`src/rtl/bs_gnrtr_n_rbtr_pkg.sv`:
```
// Shared types and defaults for the bus generator/arbiter.
// Lanes and the top both import this package.
package bs_gnrtr_n_rbtr_pkg;

    typedef enum logic [1:0] {
        IDLE = 2'd0,
        POP  = 2'd1,
        PUSH = 2'd2
    } bs_state_t;

    localparam int ID_W = 8;

    localparam int              DEF_BITS      = 1;
    localparam int              DEF_DRVRS     = 4;
    localparam int              DEF_PCKG_SZ   = 16;
    localparam logic [ID_W-1:0] DEF_BROADCAST = 8'hFF;

endpackage

```
`src/rtl/bs_lane_arbiter.sv`:
```
// One bus lane: round-robin pick of a pending device, pop its packet,
// then push it to the device(s) named by the packet's destination ID.
module bs_lane_arbiter
    import bs_gnrtr_n_rbtr_pkg::*;
#(
    parameter int              drvrs     = DEF_DRVRS,
    parameter int              pckg_sz   = DEF_PCKG_SZ,
    parameter logic [ID_W-1:0] broadcast = DEF_BROADCAST
) (
    input  logic                            clk,
    input  logic                            reset,
    input  logic [drvrs-1:0]                pndng,
    input  logic [drvrs-1:0][pckg_sz-1:0]   d_pop,
    output logic [drvrs-1:0]                pop,
    output logic [drvrs-1:0]                push,
    output logic [pckg_sz-1:0]              d_push
);

    localparam int GW = (drvrs > 1) ? $clog2(drvrs) : 1;

    bs_state_t          state, state_nxt;
    logic [GW-1:0]      grant, grant_nxt;
    logic [GW-1:0]      last_grant, last_grant_nxt;
    logic [drvrs-1:0]   pop_nxt, push_nxt;
    logic [pckg_sz-1:0] d_push_nxt;
    logic [GW-1:0]      scan_sel;
    logic               scan_hit;
    logic [ID_W-1:0]    id;

    // Round-robin scan starting just after the last served device.
    always_comb begin
        scan_sel = last_grant;
        scan_hit = 1'b0;
        for (int i = 1; i <= drvrs; i++) begin
            if (!scan_hit && pndng[(int'(last_grant) + i) % drvrs]) begin
                scan_sel = GW'((int'(last_grant) + i) % drvrs);
                scan_hit = 1'b1;
            end
        end
    end

    assign id = d_pop[grant][pckg_sz-1 -: ID_W];

    always_comb begin
        state_nxt      = state;
        grant_nxt      = grant;
        last_grant_nxt = last_grant;
        pop_nxt        = '0;
        push_nxt       = '0;
        d_push_nxt     = d_push;
        case (state)
            IDLE: begin
                if (scan_hit) begin
                    grant_nxt         = scan_sel;
                    pop_nxt[scan_sel] = 1'b1;
                    state_nxt         = POP;
                end
            end
            POP: begin
                d_push_nxt = d_pop[grant];
                // Unknown IDs fall through with an all-zero mask: packet dropped.
                if (id == broadcast) begin
                    push_nxt        = '1;
                    push_nxt[grant] = 1'b0;
                end else begin
                    for (int i = 0; i < drvrs; i++)
                        if (int'(id) == i) push_nxt[i] = 1'b1;
                end
                state_nxt = PUSH;
            end
            PUSH: begin
                last_grant_nxt = grant;
                state_nxt      = IDLE;
            end
            default: state_nxt = IDLE;
        endcase
    end

    always_ff @(posedge clk or negedge reset) begin
        if (!reset) begin
            state      <= IDLE;
            grant      <= '0;
            last_grant <= GW'(drvrs - 1);
            pop        <= '0;
            push       <= '0;
            d_push     <= '0;
        end else begin
            state      <= state_nxt;
            grant      <= grant_nxt;
            last_grant <= last_grant_nxt;
            pop        <= pop_nxt;
            push       <= push_nxt;
            d_push     <= d_push_nxt;
        end
    end

endmodule

```
`src/rtl/bs_gnrtr_n_rbtr.sv`:
```
// Multi-lane bus generator/arbiter: one independent lane arbiter per lane,
// each lane's delivered packet fanned out to all of its devices.
module bs_gnrtr_n_rbtr
    import bs_gnrtr_n_rbtr_pkg::*;
#(
    parameter int              bits      = DEF_BITS,
    parameter int              drvrs     = DEF_DRVRS,
    parameter int              pckg_sz   = DEF_PCKG_SZ,
    parameter logic [ID_W-1:0] broadcast = DEF_BROADCAST
) (
    input  logic                                    clk,
    input  logic                                    reset,
    input  logic [bits-1:0][drvrs-1:0]              pndng,
    input  logic [bits-1:0][drvrs-1:0][pckg_sz-1:0] D_pop,
    output logic [bits-1:0][drvrs-1:0]              pop,
    output logic [bits-1:0][drvrs-1:0]              push,
    output logic [bits-1:0][drvrs-1:0][pckg_sz-1:0] D_push
);

    for (genvar l = 0; l < bits; l++) begin : g_lane
        logic [pckg_sz-1:0] lane_d;

        bs_lane_arbiter #(
            .drvrs     (drvrs),
            .pckg_sz   (pckg_sz),
            .broadcast (broadcast)
        ) u_lane (
            .clk    (clk),
            .reset  (reset),
            .pndng  (pndng[l]),
            .d_pop  (D_pop[l]),
            .pop    (pop[l]),
            .push   (push[l]),
            .d_push (lane_d)
        );

        for (genvar d = 0; d < drvrs; d++) begin : g_fan
            assign D_push[l][d] = lane_d;
        end
    end

endmodule

```
`config.mk`:
```
export PLATFORM = sky130hd
export DESIGN_NAME = bs_gnrtr_n_rbtr
export DESIGN_NICKNAME = d
export VERILOG_FILES = /design/src/rtl/bs_gnrtr_n_rbtr_pkg.sv /design/src/rtl/bs_lane_arbiter.sv /design/src/rtl/bs_gnrtr_n_rbtr.sv
export SDC_FILE = /design/constraint.sdc
export NUM_CORES = 1
export LEC_CHECK = 0
export ABC_AREA = 1
export CAP_MARGIN = 40
export CORE_MARGIN = 4
export CORE_UTILIZATION = 41
export DETAILED_ROUTE_END_ITERATION = 12
export MAX_ROUTING_LAYER = met4
export PLACE_DENSITY_LB_ADDON = 0.25
export SETUP_SLACK_MARGIN = 0.3
export SYNTH_ARGS = -nofsm -noshare
export SYNTH_HDL_FRONTEND = slang
export SYNTH_HIERARCHICAL = 1
export SYNTH_SLANG_ARGS = --single-unit
```
`constraint.sdc`:
```
create_clock -name clk -period 2.8 [get_ports clk]
set_input_delay 0.56 -clock clk [delete_from_list [all_inputs] [get_ports clk]]
set_output_delay 0.56 -clock clk [all_outputs]
set_load 0.1 [all_outputs]
```
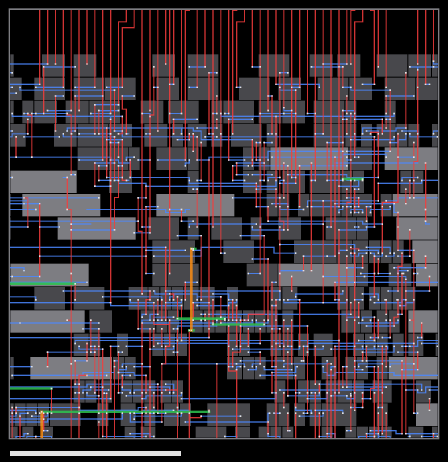
**Above:** run 1 (zoomed window).
Scale bar: 20 um. Region (17, 34) to (67, 84) um. Cells in gray, sequential cells in the stronger gray; small squares are vias.
| layer | color |
|---|---|
| met4 | orange |
| met1 | blue |
| met3 | green |
| met2 | red |
netlist names of flops here include: `g_lane.u_lane/d_push` (9), `g_lane.u_lane/push` (2)
cells with their middle in the window: 220
sequential cells in the window: 13
most frequent: nand2_1 (89), clkdlybuf4s50_1 (31), buf_4 (20)

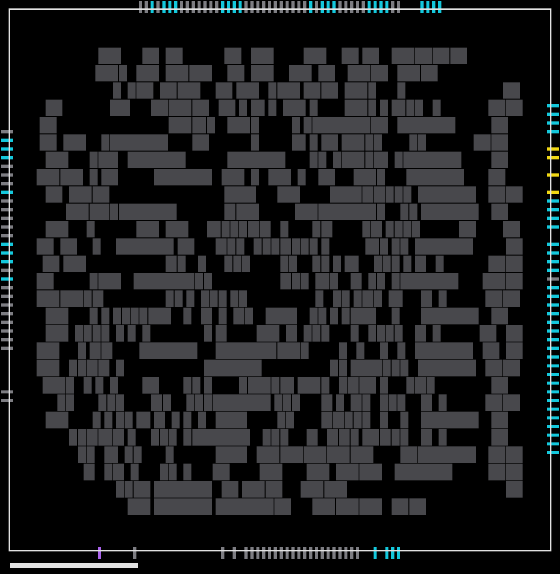
**Above:** run 1 (ports around the boundary).
Scale bar: 20 um. Pins as bars across the die edge, other pins in gray.
| port | color | pins | direction | edge |
|---|---|---|---|---|
| `push` | yellow | 4 | output | right |
| `D_push` | cyan | 64 | output | 32 right, 20 top, 8 left, 4 bottom |
| `clk` | purple | 1 | input | bottom |
all pins by edge: 49 top, 37 right, 28 left, 28 bottom

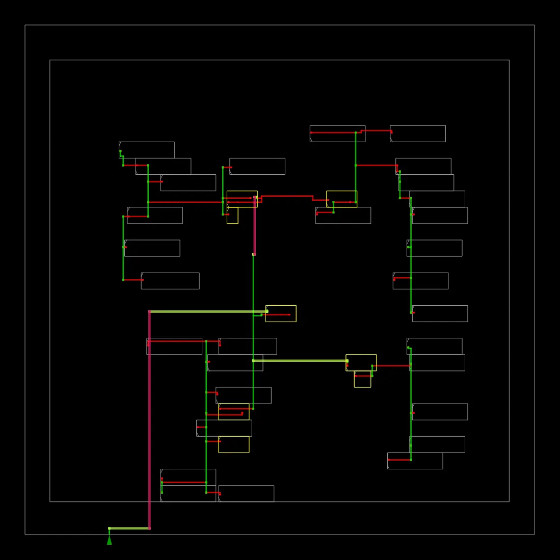
**Above:** run 1 (the clock network).
worst clock skew: 0.006593 ns
# clock sinks: 30
sequential cell count: 30

-- run 1: final cells by class --
class | count | area (sq um) | area share [%]
clock buffers | 6 | 82.58 | 2.418
clock inverters | 2 | 12.51 | 0.3663
inverters | 26 | 97.59 | 2.857
multi-input cells | 263 | 1126 | 32.97
flip-flops and latches | 30 | 753.2 | 22.05
well taps | 72 | 90.09 | 2.637
repair buffers | 144 | 1254 | 36.70
-- run 1: cell usage after synthesis (all sizes together) --
cell type,count,share of area (%)
nor2,32,5.8
inv,25,3.9
buf,55,18
a41oi,3,1.1
dfrtp,28,29
o21ai,12,2.5
dfstp,2,2.2
a31oi,1,0.26
clkinv,1,0.16
a22oi,5,1.6
clkbuf,3,0.47
nand4,4,1.0
or2,1,0.26
and2,1,0.26
nand3,31,6.6
nand3b,1,0.31
nand2,172,27
-- run 1: cells in the final DEF, fill, tap and decap left out --
cell / count
a22oi_1: 5
a31oi_1: 1
a41oi_1: 3
and2_1: 1
buf_4: 75
clkbuf_8: 6
clkdlybuf4s50_1: 69
clkinv_1: 1
clkinv_2: 1
clkinvlp_4: 1
dfrtp_1: 28
dfstp_2: 2
inv_1: 18
inv_2: 7
nand2_1: 170
nand2_2: 2
nand3_1: 30
nand3_2: 1
nand3b_1: 1
nand4_1: 4
nor2_1: 26
nor2_2: 5
nor2_4: 1
o21ai_0: 12
or2_1: 1
-- run 1: per-layer routing --
metal  vias up  track usage, %
met1      1101           20.65
li1       1314               -
met4         0           5.180
met5         -               -
met2        86           32.53
met3         4           3.925
-- run 1: cell families (layout without fill, tap and decap cells) --
group	after synthesis	count (layout)	share of synthesized area (%)
AND-OR/OR-AND	21	21	5.395
buffers and inverters	84	178	22.09
flip-flops	30	30	31.22
AND/OR/NAND/NOR	242	242	41.29
==> CHANGELOG.md, run 1 <==
### Changed

- Status: finished, final reports clean
- Final instance area: between 0.003 and 0.004 sq mm
- Clk latency late pin: 0.28 ns
- Starting DRT DRC Count: about 110
- Total die size: 0.007175 sq mm
- Row Count: 27
- Worst Tran Pin Value: between 0.6 and 0.7 ns
- Cell Type Count: 25
- Critical path endpoint category: flip-flop
- Crit path max-delay cell type: dfrtp_1
- R2r endpoint: g_lane[0].u_lane/push[1]
- Hold Vio Cnt, Final: 0
- WL met2: between 3 and 4 mm
- FF-to-FF setup slack: just under 0.7 ns
- Core box area: 0.005608 sq mm
- Largest registers: g_lane.u_lane/d_push: 16 flops, g_lane.u_lane/pop: 4 flops, g_lane.u_lane/push: 4 flops
- GRT overflow: 0
- Clock buffer count from CTS: 5
- Synth warn: 6
- CP Capture Point: g_lane[0].u_lane/push[1]
- CP Launch Type: flip-flop
- Hold Slack: between 0.5 and 0.6 ns
- Layout cells sized above 1: 21.44%
- CP Depth: 11
- Synthesized area: roughly 0.0024 sq mm
- Final TNS setup: 0 ns
- DR DRC count: 0
- Maxcap violations: 0
- Hold worst-path end: g_lane[0].u_lane/last_grant[1]
- Clk root buf: clkbuf_8
- RSZ-0062 raised after global routing: no
- Post_cts resized: 0
- CTS Buffer Depth: 2
- H-tree Lvls: 2
- Crit path kind: flip-flop to flip-flop
- Final setup margin: ~0.7 ns
- Pin count of the biggest net entering global routing: 31
- Fmax: about 0.47 GHz
- Max Used Layer: met4
- Ys cells: around 380
- Ys flops: 30
- CP max FO: 21
- Die width: around 85 um
- Initial DRT Pass Iterations: 4
- CTS Hold Bufs: 0
- # IOs: between 100 and 150
- Buf/Inv on CP: 2
- Final setup viols: 0
- Post CTS Setup Buffer Count: 0
- Tool Warnings: 26
- Initial antenna violation count: 0
- Antenna Cells: 0
- Avg Inst Size Synth: between 6 and 7 sq um
- Clk slew on worst S/H paths: ~0.07 ns
- Slew margin rel.: between 50% and 60%
- Post-Place Cells: between 500 and 600
- Mapped Cells: ~380
- Global-route wire length before repair: about 11 mm
- Worst hold-check path type: flip-flop to flip-flop
- Min Clock Period, post-route: roughly 2.1 ns
- FILL cells: 548
- GRT Total Usage: a little under a fifth
- Final cell count without fillers: approximately 540
- P&R area growth vs syn: 41.60%
- Hold Path Depth: 2
==> run 1 -> run 2 <==
CORE_UTILIZATION = 38   (was 41)
clock period = 2.1 ns   (was 2.8 ns; I/O delays follow)
==> CHANGELOG.md, run 2 <==
### Changed

- Largest registers: g_lane.u_lane/d_push: 16 flops, g_lane.u_lane/pop: 4 flops, g_lane.u_lane/push: 4 flops
- CP Launch Type: flip-flop
- Row Count: 28 (+3.7%)
- Max Used Layer: met4
- RSZ-0062 raised after global routing: no
- Most frequent logic cell in the layout: nand2_1
- FP Util: about two fifths
- H-tree Lvls: 2 (unchanged)
- Min Clock Period, post-route: 1.660 ns (-0.4480 ns)
- WL met2: 3.692 mm (+8.4%)
- Final setup viols: 0 (unchanged)
- Grt met2 use: 30.55% (-2.0 points)
- Grt met1 use: 21.27% (+0.62 points)
- Most area-hungry cell type in the Yosys netlist: dfrtp_1
- Clk root buf: clkbuf_8
- Grt met3 use: 2.822% (-1.1 points)
- Crit path kind: flip-flop to flip-flop
- # clock sinks: 30 (unchanged)
- Post-Place Cells: 540 (+0.93%)
- FF-to-FF setup slack: 0.44 ns (-0.25 ns)
- Slew margin rel.: 63.75% (+8.8 points)
- Clk slew on worst S/H paths: 0.06 ns (about the same)
- Cell Type Count: 25 (unchanged)
- Post-synth tally of flip-flops with integrated enable: 0 (unchanged)
- Synth area leaders: dfrtp_1, nand2_1, buf_4, nand3_1, nor2_1
- Maxcap violations: 0 (unchanged)
- Synthesized area: 0.002412 sq mm (unchanged)
- Synth top cell by count: nand2_1
- Status: finished, final reports clean
- Routed vias/inst: around 4.6
- Final TNS setup: 0 ns (unchanged)
- Most Used Layer, Global Route: met2
- Top cells by count, synth: nand2_1, buf_4, nand3_1
- Worst hold-check path type: input port to async pin
- Starting DRT DRC Count: 101 (-9.0%)
- GRT overflow: 0 (unchanged)
- P&R area growth vs syn: 47.46%
- Avg Inst Size Synth: 6.399 sq um (unchanged)
- Tool Warnings: 26 (unchanged)
- # IOs: 142 (unchanged)
- Ys cells: 377 (unchanged)
- Largest delay contributor family on the critical path: simple AND/OR/NAND/NOR gates
- Worst Tran Pin Value: 0.5431 ns (-0.1327 ns)
- Pin count of the biggest net entering global routing: 31 (unchanged)
- Initial DRT Pass Iterations: 4 (unchanged)
- Buf/Inv on CP: 4 (+2)
- Most numerous logic cells after layout: nand2_1, buf_4, clkdlybuf4s50_1, nand3_1, dfrtp_1
- Ys flop type: dfrtp_1
- Slew Limit Fails: 0
- GRT Total Usage: 17.63% (-0.70 points)
- Fmax: 0.6025 GHz (+27%)
- Final #Nets: roughly 550
- Area share of the largest cell type after synthesis: 29.05% (unchanged)
- R2r endpoint: g_lane[0].u_lane/push[3]
- Mapped Cells: 377 (unchanged)
- Final cell count without fillers: 557 (+2.6%)
- CTS Buffer Depth: 2 (unchanged)
- Ys async rst share: 100.0% (unchanged)
- Final instance area: 0.003557 sq mm (+4.1%)
- Hold Vio Cnt, Final: 0 (unchanged)
- CTS Hold Bufs: 0 (unchanged)
- Layout cells sized above 1: 25.10% (+3.7 points)
- DR DRC count: 0 (unchanged)
- Total die size: 0.007687 sq mm (+7.1%)
- Ys flops: 30 (unchanged)
- Crit path max-delay cell type: dfrtp_2
- Initial antenna violation count: 0 (unchanged)
- Hold Slack: 0.5250 ns (-0.02834 ns)
- CP max FO: 6 (-71%)
- Antenna Cells: 0 (unchanged)
- Global-route wire length before repair: 10.63 mm (+1.1%)
- Synth warn: 6 (unchanged)
- Critical path endpoint category: flip-flop
- Core box area: 0.006026 sq mm (+7.5%)
- Final setup margin: 0.4402 ns (-0.2520 ns)
-- run 2: cell counts after synthesis --
No cell type changed its count.
-- run 2: how the worst max path moves through the flow --
stage | cells past startpoint | startpoint | end | slack [ns]
6_report | 11 | g_lane[0].u_lane/grant[1] | g_lane[0].u_lane/push[3] | 0.44
4_1_cts | 12 | g_lane[0].u_lane/grant[1] | g_lane[0].u_lane/push[3] | 0.34
3_3_place_gp | 12 | pndng[0] | g_lane[0].u_lane/grant[1] | 0.23
3_5_place_dp | 12 | pndng[0] | g_lane[0].u_lane/grant[1] | 0.20
5_1_grt | 11 | g_lane[0].u_lane/grant[1] | g_lane[0].u_lane/push[2] | 0.29
2_1_floorplan | 1 | g_lane[0].u_lane/d_push[0] | D_push[16] | 0.31
-- run 2: timing repair --
action | 4_1_cts | 5_1_grt
gates resized | 3 | 16
pin swaps | 0 | 2
endpoints found under the setup margin | 5 | 10
cloned | 0 | 1
buffers inserted | 2 | 6
-- run 2: cells by family (layout without fill, tap and decap cells) --
group	after synthesis	in the layout	share of synthesized area [%]
compound gates	21	21	5.395
flops	30	30	31.22
buf+inv	84	189	22.09
simple gates	242	242	41.29
-- run 2: cell type report --
| class | instances | area, sq um |
|---|---|---|
| fill | 611 | 2469 |
| timing repair buffer | 155 | 1348 |
| multi-input combinational | 263 | 1164 |
| sequential | 30 | 755.7 |
| inverter | 26 | 105.1 |
| tap | 75 | 93.84 |
| clock buffer | 7 | 86.33 |
| clock inverter | 1 | 5.005 |
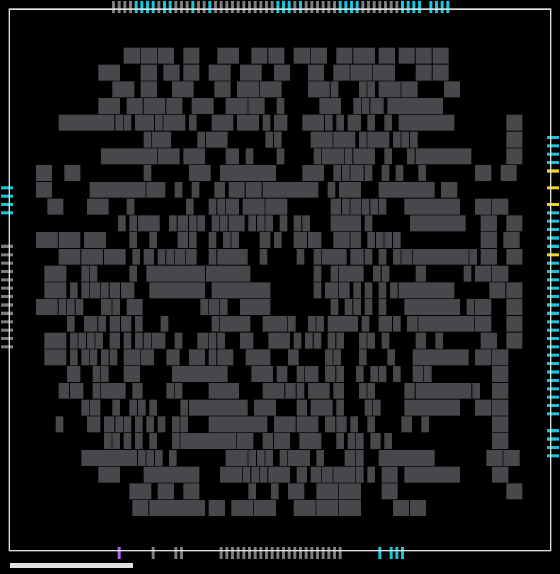
**Above:** run 2 (ports around the boundary).
Scale bar: 20 um. Pins as bars across the die edge, other pins in gray.
| port | color | pins | direction | edge |
|---|---|---|---|---|
| `clk` | purple | 1 | input | bottom |
| `push` | yellow | 4 | output | right |
| `D_push` | cyan | 64 | output | 32 right, 24 top, 4 left, 4 bottom |
all pins by edge: 59 top, 36 right, 30 bottom, 17 left
die width: 87.68 um
die height: 87.68 um
PortBufs: 141

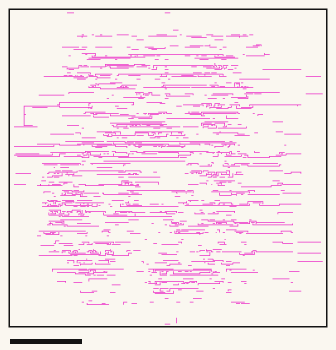
**Above:** run 2 (the metal 1 layer).
Scale bar: 20 um.
share of all routed wire: 40%
nets with wire on the layer: 471
longest straight run: 29.0 um
main direction: horizontal
wire length on this layer: 2820 um

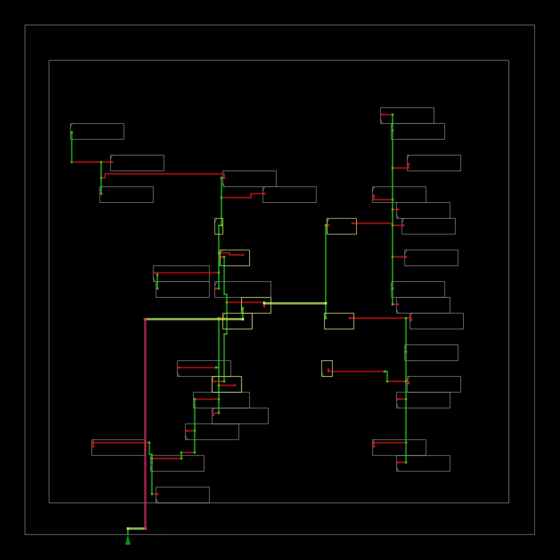
**Above:** run 2 (the clock network).
clk latency late pin: 0.27 ns
worst clock skew: 0.005142 ns
clock buffers: 7
clock buffer count from CTS: 5

==> run 2 -> run 3 <==
CORE_UTILIZATION = 35   (was 38)
clock period = 1.45 ns   (was 2.1 ns; I/O delays follow)
==> CHANGELOG.md, run 3 <==
### Changed

- RSZ-0062 raised after global routing: yes
- Worst clock skew: 0.01496 ns (+0.009819 ns)
- Post CTS Setup Buffer Count: 16 (+14)
- Synth warn: 6 (unchanged)
- Clk latency late pin: 0.29 ns (+0.02 ns)
- CP Launch Type: flip-flop
- CP max FO: 8 (+2)
- Post-synth tally of flip-flops with integrated enable: 0 (unchanged)
- GRT Total Usage: 23.89% (+6.3 points)
- Most area-hungry cell type in the Yosys netlist: dfrtp_1
- Largest registers: g_lane.u_lane/d_push: 16 flops, g_lane.u_lane/pop: 4 flops, g_lane.u_lane/push: 4 flops
- XOR Share, Synth: 0% (unchanged)
- Largest delay contributor family on the critical path: simple AND/OR/NAND/NOR gates
- Crit path kind: flip-flop to flip-flop
- Layout cells sized above 1: 54.20% (+29 points)
- Synthesized area: 0.002412 sq mm (unchanged)
- Final cell count without fillers: 601 (+7.9%)
- Hold Slack: 0.3509 ns (-0.1740 ns)
- # IOs: 142 (unchanged)
- Post-Place Cells: 565 (+4.6%)
- Final TNS setup: -6.214 ns (-6.214 ns)
- Worst Tran Pin Value: 0.3121 ns (-0.2311 ns)
- Core box area: 0.006531 sq mm (+8.4%)
- Maxcap violations: 0 (unchanged)
- Buf/Inv on CP: 2 (-2)
- Final #Nets: 593 (+7.6%)
- Final setup margin: -0.4326 ns (-0.8728 ns)
- Fmax: 0.5312 GHz (-12%)
- Synth top cell by count: nand2_1
- Synth area leaders: dfrtp_1, nand2_1, buf_4, nand3_1, nor2_1
- Status: complete, but fails checks
- Comb area leader: simple AND/OR/NAND/NOR gates
- Pin count of the biggest net entering global routing: 31 (unchanged)
- Ys async rst share: 100.0% (unchanged)
- Initial DRT Pass Iterations: 6 (+2)
- Total die size: 0.008285 sq mm (+7.8%)
- Final setup viols: 21 (+21)
- FP Util: 36.93% (-3.1 points)
- Avg Inst Size Synth: 6.399 sq um (unchanged)
- Tool Warnings: 29 (+12%)
- CTS Hold Bufs: 0 (unchanged)
- CTS Buffer Depth: 2 (unchanged)
- Worst hold-check path type: input port to async pin
- Most frequent logic cell in the layout: nand2_1
- PortBufs: 141 (unchanged)
- Critical path endpoint category: flip-flop
- MUX share of area: 0% (unchanged)
- Ys flop type: dfrtp_1
- Failing checks: setup timing
- Routed vias/inst: 5.351 (+16%)
- H-tree Lvls: 2 (unchanged)
- Clock buffer count from CTS: 5 (unchanged)
[run 3: path summary, 6_finish.rpt]
| kind | depth (start not counted) | end | startpoint | slack (ns) |
|---|---|---|---|---|
| setup / recovery | 9 | g_lane[0].u_lane/grant[0] | g_lane[0].u_lane/last_grant[0] | -0.43 |
| hold / removal | 2 | g_lane[0].u_lane/d_push[10] | reset | 0.35 |
| setup reg to reg | 9 | g_lane[0].u_lane/grant[0] | g_lane[0].u_lane/last_grant[0] | -0.43 |
| hold reg to reg | 2 | g_lane[0].u_lane/last_grant[1] | g_lane[0].u_lane/last_grant[1] | 0.60 |
| max in group asynchronous | 2 | g_lane[0].u_lane/last_grant[1] | reset | 0.83 |
| min in group clk | 2 | g_lane[0].u_lane/last_grant[1] | g_lane[0].u_lane/last_grant[1] | 0.60 |
[run 3: final cells by class]
| type | count | area [sq um] |
|---|---|---|
| repair buffers | 195 | 2795 |
| fillers | 330 | 993.5 |
| flip-flops and latches | 30 | 825.8 |
| well taps | 77 | 96.34 |
| clock buffers | 8 | 110.1 |
| repair inverters | 1 | 11.26 |
| inverters | 26 | 125.1 |
| multi-input cells | 264 | 1574 |
[run 3: logic make-up (layout without fill, tap and decap cells)]
| kind of cell | count (synthesis) | after routing |
|---|---|---|
| AOI/OAI and AO/OA | 21 | 21 |
| buffers and inverters | 84 | 230 |
| DFF | 30 | 30 |
| and+or+nand+nor | 242 | 243 |
[run 3: metal layers]
layer	up-vias	global-route usage (%)	routed length (um)
met2	231	47.09	6363
met3	56	3.388	691
met4	0	9.925	567
li1	1436	-	-
met5	-	-	0
met1	1493	22.90	3813
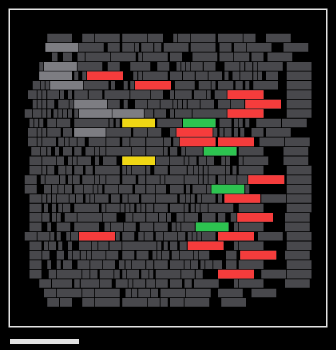
**Above:** run 3 (sequential cells grouped by signal name).
Scale bar: 20 um. Other sequential cells in the stronger gray, the rest of the logic in the fainter gray.
| signal | color | placed flops |
|---|---|---|
| `g_lane.u_lane/push` | green | 4 |
| `g_lane.u_lane/last_grant` | yellow | 2 |
| `g_lane.u_lane/d_push` | red | 16 |
Seq/total area: 14.91%
Reg area: 825.8 sq um
Util after Layout: 84.79%

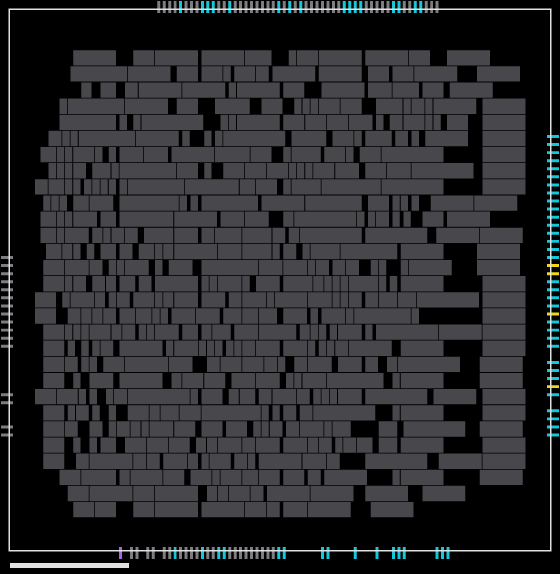
**Above:** run 3 (ports around the boundary).
Scale bar: 20 um. Pins as bars across the die edge, other pins in gray.
| port | color | pins | direction | edge |
|---|---|---|---|---|
| `clk` | purple | 1 | input | bottom |
| `D_push` | cyan | 64 | output | 32 right, 16 top, 16 bottom |
| `push` | yellow | 4 | output | right |
all pins by edge: 52 top, 38 bottom, 36 right, 16 left
die width: 91.02 um
die height: 91.02 um

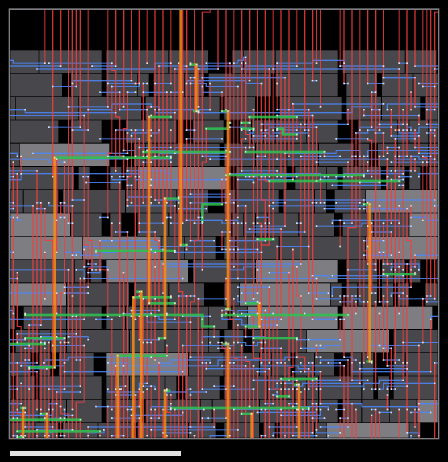
**Above:** run 3 (zoomed window).
Scale bar: 20 um. Region (21, 39) to (71, 89) um. Cells in gray, sequential cells in the stronger gray; small squares are vias.
| layer | color |
|---|---|
| met4 | orange |
| met3 | green |
| met1 | blue |
| met2 | red |
sequential cells in the window: 16
cells with their middle in the window: 197
most frequent: nand2_1 (43), clkdlybuf4s50_1 (29), buf_12 (22)
netlist names of flops here include: `g_lane.u_lane/d_push` (7), `g_lane.u_lane/push` (3), `g_lane.u_lane/last_grant` (2)

